==> run_1/sizes.png <==
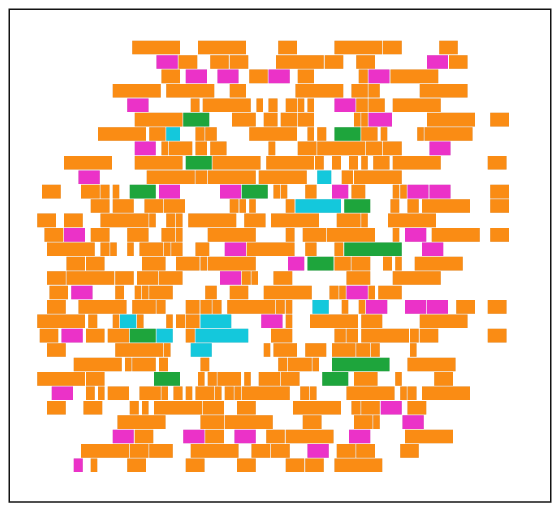
==> run_1/logic_types.png <==
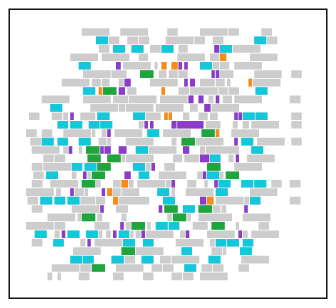
==> run_1/placement_by_type.png <==
Bar = 20 um. Fill, decap, tap and diode cells in gray.
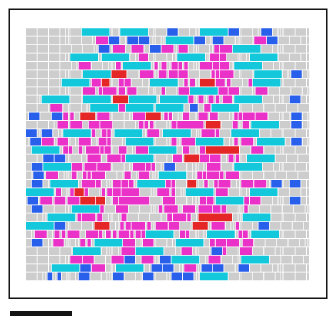
**config.mk**
```make
export PLATFORM = sky130hd
export DESIGN_NAME = gmm_max_select_flat
export DESIGN_NICKNAME = d
export VERILOG_FILES = /design/src/rtl/gdp_pkg.sv /design/src/rtl/gmm_max_select_if.sv /design/src/rtl/gmm_max_select_max_cmp.sv /design/src/rtl/gmm_max_select.sv /design/src/flat_wrapper.sv
export SDC_FILE = /design/constraint.sdc
export NUM_CORES = 1
export LEC_CHECK = 0
export CAP_MARGIN = 10
export CORE_ASPECT_RATIO = 0.9
export CORE_MARGIN = 5
export CORE_UTILIZATION = 45
export DETAILED_ROUTE_END_ITERATION = 16
export PLACE_DENSITY = 0.68
export RECOVER_POWER = 25
export SKIP_LAST_GASP = 1
export SLEW_MARGIN = 20
export SYNTH_ARGS = -nofsm -noshare
export SYNTH_HDL_FRONTEND = slang
export SYNTH_HIERARCHICAL = 1
export SYNTH_SLANG_ARGS = --single-unit
```
**constraint.sdc**
```tcl
create_clock -name clk -period 6.68 [get_ports clk]
set_input_delay 2.004 -clock clk [delete_from_list [all_inputs] [get_ports clk]]
set_output_delay 2.004 -clock clk [all_outputs]
set_load 0.05 [all_outputs]
```
**src/rtl/gdp_pkg.sv**
```systemverilog
// Shared types for the Gaussian distribution probability (gdp) pipeline
// and its downstream senone max-selection stage.
package gdp_pkg;

  // Log-probability word width produced by the gdp pipeline.
  localparam int DATA_W = 16;

  // Default senone geometry.
  localparam int N_GAUSS_DEF   = 8;
  localparam int N_SENONES_DEF = 512;

  // Signed log-probability, shared with gdp's ln_p output.
  typedef logic signed [DATA_W-1:0] lnp_t;

  // Senone accumulation state: IDLE means no partial senone is held.
  typedef enum logic {
    IDLE  = 1'b0,
    ACCUM = 1'b1
  } gmm_state_t;

endpackage

```
**src/rtl/gmm_max_select_if.sv**
```systemverilog
// Stream bundle between the gdp result port, gmm_max_select and the
// senone score consumer.
interface gmm_max_select_if
  import gdp_pkg::*;
#(
  parameter int N_GAUSS   = N_GAUSS_DEF,
  parameter int N_SENONES = N_SENONES_DEF
) ();

  localparam int GW = $clog2(N_GAUSS);
  localparam int SW = $clog2(N_SENONES);

  // Upstream side: frame control and gdp results.
  logic          frame_start;
  logic          data_ready;
  lnp_t          ln_p;

  // Downstream side: per-senone results and status pulses.
  logic          score_valid;
  lnp_t          senone_score;
  logic [GW-1:0] best_idx;
  logic [SW-1:0] senone_id;
  logic          frame_done;
  logic          abort_err;

  // Producer / consumer view (drives frame control and samples, reads results).
  modport master (
    output frame_start, data_ready, ln_p,
    input  score_valid, senone_score, best_idx, senone_id, frame_done, abort_err
  );

  // Max-select block view.
  modport slave (
    input  frame_start, data_ready, ln_p,
    output score_valid, senone_score, best_idx, senone_id, frame_done, abort_err
  );

endinterface

```
**src/rtl/gmm_max_select_max_cmp.sv**
```systemverilog
// Combinational compare-and-select of the running senone maximum against
// a new candidate. Strict greater-than, so ties keep the earlier index.
module max_cmp
  import gdp_pkg::*;
#(
  parameter int GW = 3
) (
  input  lnp_t          i_best,
  input  logic [GW-1:0] i_best_i,
  input  lnp_t          i_cand,
  input  logic [GW-1:0] i_cand_i,
  output lnp_t          o_best,
  output logic [GW-1:0] o_best_i
);

  logic w_take;

  // Signed compare: 16'h8000 is the smallest score, 16'h7FFF the largest.
  assign w_take = (i_cand > i_best);

  // Select the winner of the pair.
  always_comb begin
    o_best   = i_best;
    o_best_i = i_best_i;
    if (w_take) begin
      o_best   = i_cand;
      o_best_i = i_cand_i;
    end
  end

endmodule

```
**src/rtl/gmm_max_select.sv**
```systemverilog
// Groups the gdp log-probability stream into senones of N_GAUSS components,
// emits the per-senone maximum (Viterbi approximation of the log-sum) with
// its winning component index and senone id, and flags end of frame.
module gmm_max_select
  import gdp_pkg::*;
#(
  parameter int N_GAUSS   = N_GAUSS_DEF,
  parameter int N_SENONES = N_SENONES_DEF
) (
  input  logic             clk,
  input  logic             reset,
  gmm_max_select_if.slave  bus
);

  localparam int GW = $clog2(N_GAUSS);
  localparam int SW = $clog2(N_SENONES);

  localparam logic [GW-1:0] LAST_G = GW'(N_GAUSS - 1);
  localparam logic [SW-1:0] LAST_S = SW'(N_SENONES - 1);

  // Accumulation state.
  gmm_state_t    r_state;
  logic [GW-1:0] r_g_cnt;
  logic [SW-1:0] r_s_cnt;
  lnp_t          r_best;
  logic [GW-1:0] r_best_i;

  // Registered outputs.
  logic          r_score_valid;
  lnp_t          r_senone_score;
  logic [GW-1:0] r_best_idx;
  logic [SW-1:0] r_senone_id;
  logic          r_frame_done;
  logic          r_abort_err;

  // Compare result of running max against the incoming sample.
  lnp_t          w_new_best;
  logic [GW-1:0] w_new_best_i;

  max_cmp #(
    .GW (GW)
  ) u_max_cmp (
    .i_best   (r_best),
    .i_best_i (r_best_i),
    .i_cand   (bus.ln_p),
    .i_cand_i (r_g_cnt),
    .o_best   (w_new_best),
    .o_best_i (w_new_best_i)
  );

  // Senone FSM: accumulate the max per component, register the result when
  // the last component arrives, and handle frame restarts.
  always_ff @(posedge clk or negedge reset) begin
    if (!reset) begin
      r_state        <= IDLE;
      r_g_cnt        <= '0;
      r_s_cnt        <= '0;
      r_best         <= '0;
      r_best_i       <= '0;
      r_score_valid  <= 1'b0;
      r_senone_score <= '0;
      r_best_idx     <= '0;
      r_senone_id    <= '0;
      r_frame_done   <= 1'b0;
      r_abort_err    <= 1'b0;
    end else begin
      // Status outputs are single-cycle pulses; result words hold.
      r_score_valid <= 1'b0;
      r_frame_done  <= 1'b0;
      r_abort_err   <= 1'b0;

      if (bus.frame_start) begin
        // Restart wins over a coincident sample, which is discarded.
        r_abort_err <= (r_state == ACCUM);
        r_state     <= IDLE;
        r_g_cnt     <= '0;
        r_s_cnt     <= '0;
      end else if (bus.data_ready) begin
        case (r_state)
          IDLE: begin
            r_best   <= bus.ln_p;
            r_best_i <= '0;
            r_g_cnt  <= GW'(1);
            r_state  <= ACCUM;
          end
          ACCUM: begin
            r_best   <= w_new_best;
            r_best_i <= w_new_best_i;
            if (r_g_cnt == LAST_G) begin
              // Last component: publish the senone including this sample.
              r_state        <= IDLE;
              r_g_cnt        <= '0;
              r_score_valid  <= 1'b1;
              r_senone_score <= w_new_best;
              r_best_idx     <= w_new_best_i;
              r_senone_id    <= r_s_cnt;
              r_frame_done   <= (r_s_cnt == LAST_S);
              r_s_cnt        <= (r_s_cnt == LAST_S) ? '0 : r_s_cnt + 1'b1;
            end else begin
              r_g_cnt <= r_g_cnt + 1'b1;
            end
          end
          default: begin
            r_state <= IDLE;
            r_g_cnt <= '0;
          end
        endcase
      end
    end
  end

  assign bus.score_valid  = r_score_valid;
  assign bus.senone_score = r_senone_score;
  assign bus.best_idx     = r_best_idx;
  assign bus.senone_id    = r_senone_id;
  assign bus.frame_done   = r_frame_done;
  assign bus.abort_err    = r_abort_err;

endmodule

```
**src/flat_wrapper.sv**
```systemverilog
// flat-port wrapper written by rule: the top's interface ports become plain ports
module gmm_max_select_flat import gdp_pkg::*;
#(
  parameter int N_GAUSS   = N_GAUSS_DEF,
  parameter int N_SENONES = N_SENONES_DEF
)
  (clk, reset, bus_frame_start, bus_data_ready, bus_ln_p, bus_score_valid, bus_senone_score, bus_best_idx, bus_senone_id, bus_frame_done, bus_abort_err);
  gmm_max_select_if #(.N_GAUSS(N_GAUSS), .N_SENONES(N_SENONES)) bus_i ();
  input  logic clk;
  input  logic reset;
  input wire logic [$bits(bus_i.frame_start)-1:0] bus_frame_start;
  input wire logic [$bits(bus_i.data_ready)-1:0] bus_data_ready;
  input wire logic [$bits(bus_i.ln_p)-1:0] bus_ln_p;
  output wire logic [$bits(bus_i.score_valid)-1:0] bus_score_valid;
  output wire logic [$bits(bus_i.senone_score)-1:0] bus_senone_score;
  output wire logic [$bits(bus_i.best_idx)-1:0] bus_best_idx;
  output wire logic [$bits(bus_i.senone_id)-1:0] bus_senone_id;
  output wire logic [$bits(bus_i.frame_done)-1:0] bus_frame_done;
  output wire logic [$bits(bus_i.abort_err)-1:0] bus_abort_err;
  assign bus_i.frame_start = bus_frame_start;
  assign bus_i.data_ready = bus_data_ready;
  assign bus_i.ln_p = bus_ln_p;
  assign bus_score_valid = bus_i.score_valid;
  assign bus_senone_score = bus_i.senone_score;
  assign bus_best_idx = bus_i.best_idx;
  assign bus_senone_id = bus_i.senone_id;
  assign bus_frame_done = bus_i.frame_done;
  assign bus_abort_err = bus_i.abort_err;
  gmm_max_select #(.N_GAUSS(N_GAUSS), .N_SENONES(N_SENONES)) u_core (.clk(clk), .reset(reset), .bus(bus_i));
endmodule
```
==> impl_metrics.env, run 1 <==
# implementation run metrics
export IMPL_use_met1_pct=21.3
export IMPL_drv_slew=64
export IMPL_drv_cap=1
export IMPL_antenna_cells=0
export IMPL_final_cells=450
export IMPL_wl_per_cell_um=15.6
export IMPL_dpl_worst_slack_ns=1.54
export IMPL_failed_checks="capacitance limit, slew limit"
export IMPL_die_w_um=102
export IMPL_fin_crit_ns=4.82
export IMPL_critPathLaunchType="input pin"
export IMPL_dieHeight_um=92.8
export IMPL_reg2regPathDepth=10
export IMPL_setup_worst_path_class="input pin to asynchronous set/reset pin"
export IMPL_leakage_uw=0.00194
export IMPL_grt_pass1_vias=2467
export IMPL_finalSetupViolations=0
export IMPL_status="complete, but fails checks"
export IMPL_rsz0062_at_grt="no"
export IMPL_use_met3_pct=3.54
export IMPL_dr_total_vias=2430
export IMPL_nMultiInputCombCells=205
export IMPL_place_gp_congestion=0.741
export IMPL_logic_family="multiplexers"
export IMPL_fp_util_pct=45.9
export IMPL_htree_levels=3
export IMPL_synthFlopType="dfrtp_1"
export IMPL_clkTransAtPathRegs_ns=0.07
export IMPL_critPathMaxFanout=63
export IMPL_reg2reg_slack_ns=3.65
export IMPL_worstMarginPinSlew_ns=3.39
Notes on sizes.png above:
_2 cells -> magenta  # cells 39, share 11%
_6 and larger -> green  # cells 12, share 3.4%
_0 and _1 cells -> orange  # cells 294, share 83%
_3 and _4 cells -> cyan  # cells 9, share 2.5%

Notes on logic_types.png above:
fa/ha/maj cells -> green  # cells 20, most used ha_1
nor cells -> orange  # cells 13, most used nor2_1
mux cells -> cyan  # cells 64, most used mux2_2
nand cells -> purple  # cells 49, most used nand2_1

Notes on placement_by_type.png above:
sequential cells -> cyan  # cells 63
combinational and other logic -> magenta  # cells 223
clock drivers and dummy loads -> red  # cells 16
remaining buffers and delay cells -> blue  # cells 52

==> run 1: worst reg2reg max path: stages (launching register included) <==
cell and delay [ns]:
dfrtp_1 0.37, inv_1 0.05, ha_1 0.29, nand2_1 0.06
or3_4 0.40, a2111oi_4 0.32, o21ai_1 0.14, a21oi_4 0.60
mux2_2 0.43, mux2i_1 0.14, o21ai_0 0.10
==> run 1: report_power, final <==
part	leakage, uW	internal, uW	total, uW	switching, uW
clock network	0.000113	222	382	160
registers	0.000851	403	422	19.1
logic	0.000977	80.2	179	99.2
total	0.00194	705	983	278
==> run_1/layer_met2.png <==
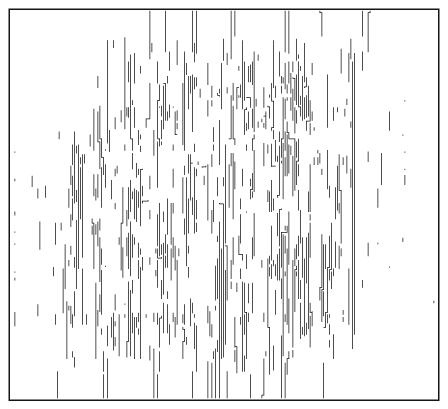

==> run 1 -> run 2 <==
Clock period 6.68 ns to 4.7 ns, I/O delays scaled along.
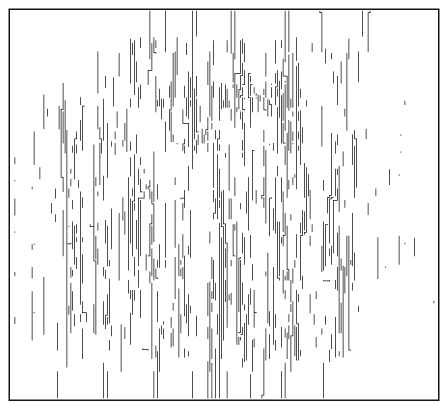
(run_2/layer_met2.png)
main direction = vertical
longest straight run = 56.4 um

==> impl_metrics.env, run 2 <==
# implementation run metrics
export IMPL_status="complete, but fails checks"
export IMPL_failed_checks="capacitance limit, slew limit"
export IMPL_comb_power_share_pct=19.2
export IMPL_clock_power_uw=508
export IMPL_largestPowerGroup="sequential cells"
export IMPL_pg_comb_uw=263
export IMPL_finalSetupViolations=0
export IMPL_drv_cap=1
export IMPL_synthFlopType="dfrtp_1"
export IMPL_rsz0062_at_grt="no"
export IMPL_setup_worst_path_class="input pin to register"
export IMPL_powerSeq_uw=600
export IMPL_leakage_uw=0.00195
export IMPL_logic_family="multiplexers"
export IMPL_fp_util_pct=45.9
export IMPL_power_switching_uw=370
export IMPL_worstMarginPinSlew_ns=1.80
export IMPL_dr_total_vias=2414
export IMPL_drv_slew=34
export IMPL_antenna_cells=0
export IMPL_use_met3_pct=4.07
export IMPL_critPathLaunchType="input pin"
export IMPL_dieHeight_um=92.8
[run 2: cell counts after synthesis]
Identical to the previous run, type by type.
[run 2: cell type report]
cell class / instances / area (um^2)
Fill cell: 649 / 3290
Timing Repair Buffer: 55 / 529
Sequential cell: 63 / 1580
Multi-Input combinational cell: 205 / 1670
Tap cell: 96 / 120
Clock inverter: 4 / 70.1
Inverter: 18 / 67.6
Clock buffer: 11 / 141
[run 2: critical path, cell delays in order]
cell and delay (ns):
clkdlybuf4s50_1 0.45, ha_1 0.32, nand2_1 0.07, or3_4 0.38
a2111oi_4 0.31, o21ai_1 0.14, a21oi_4 0.17, buf_4 0.23
mux2_2 0.37, mux2_2 0.26
No activity file was given, so power comes from the tool's default toggle rates.
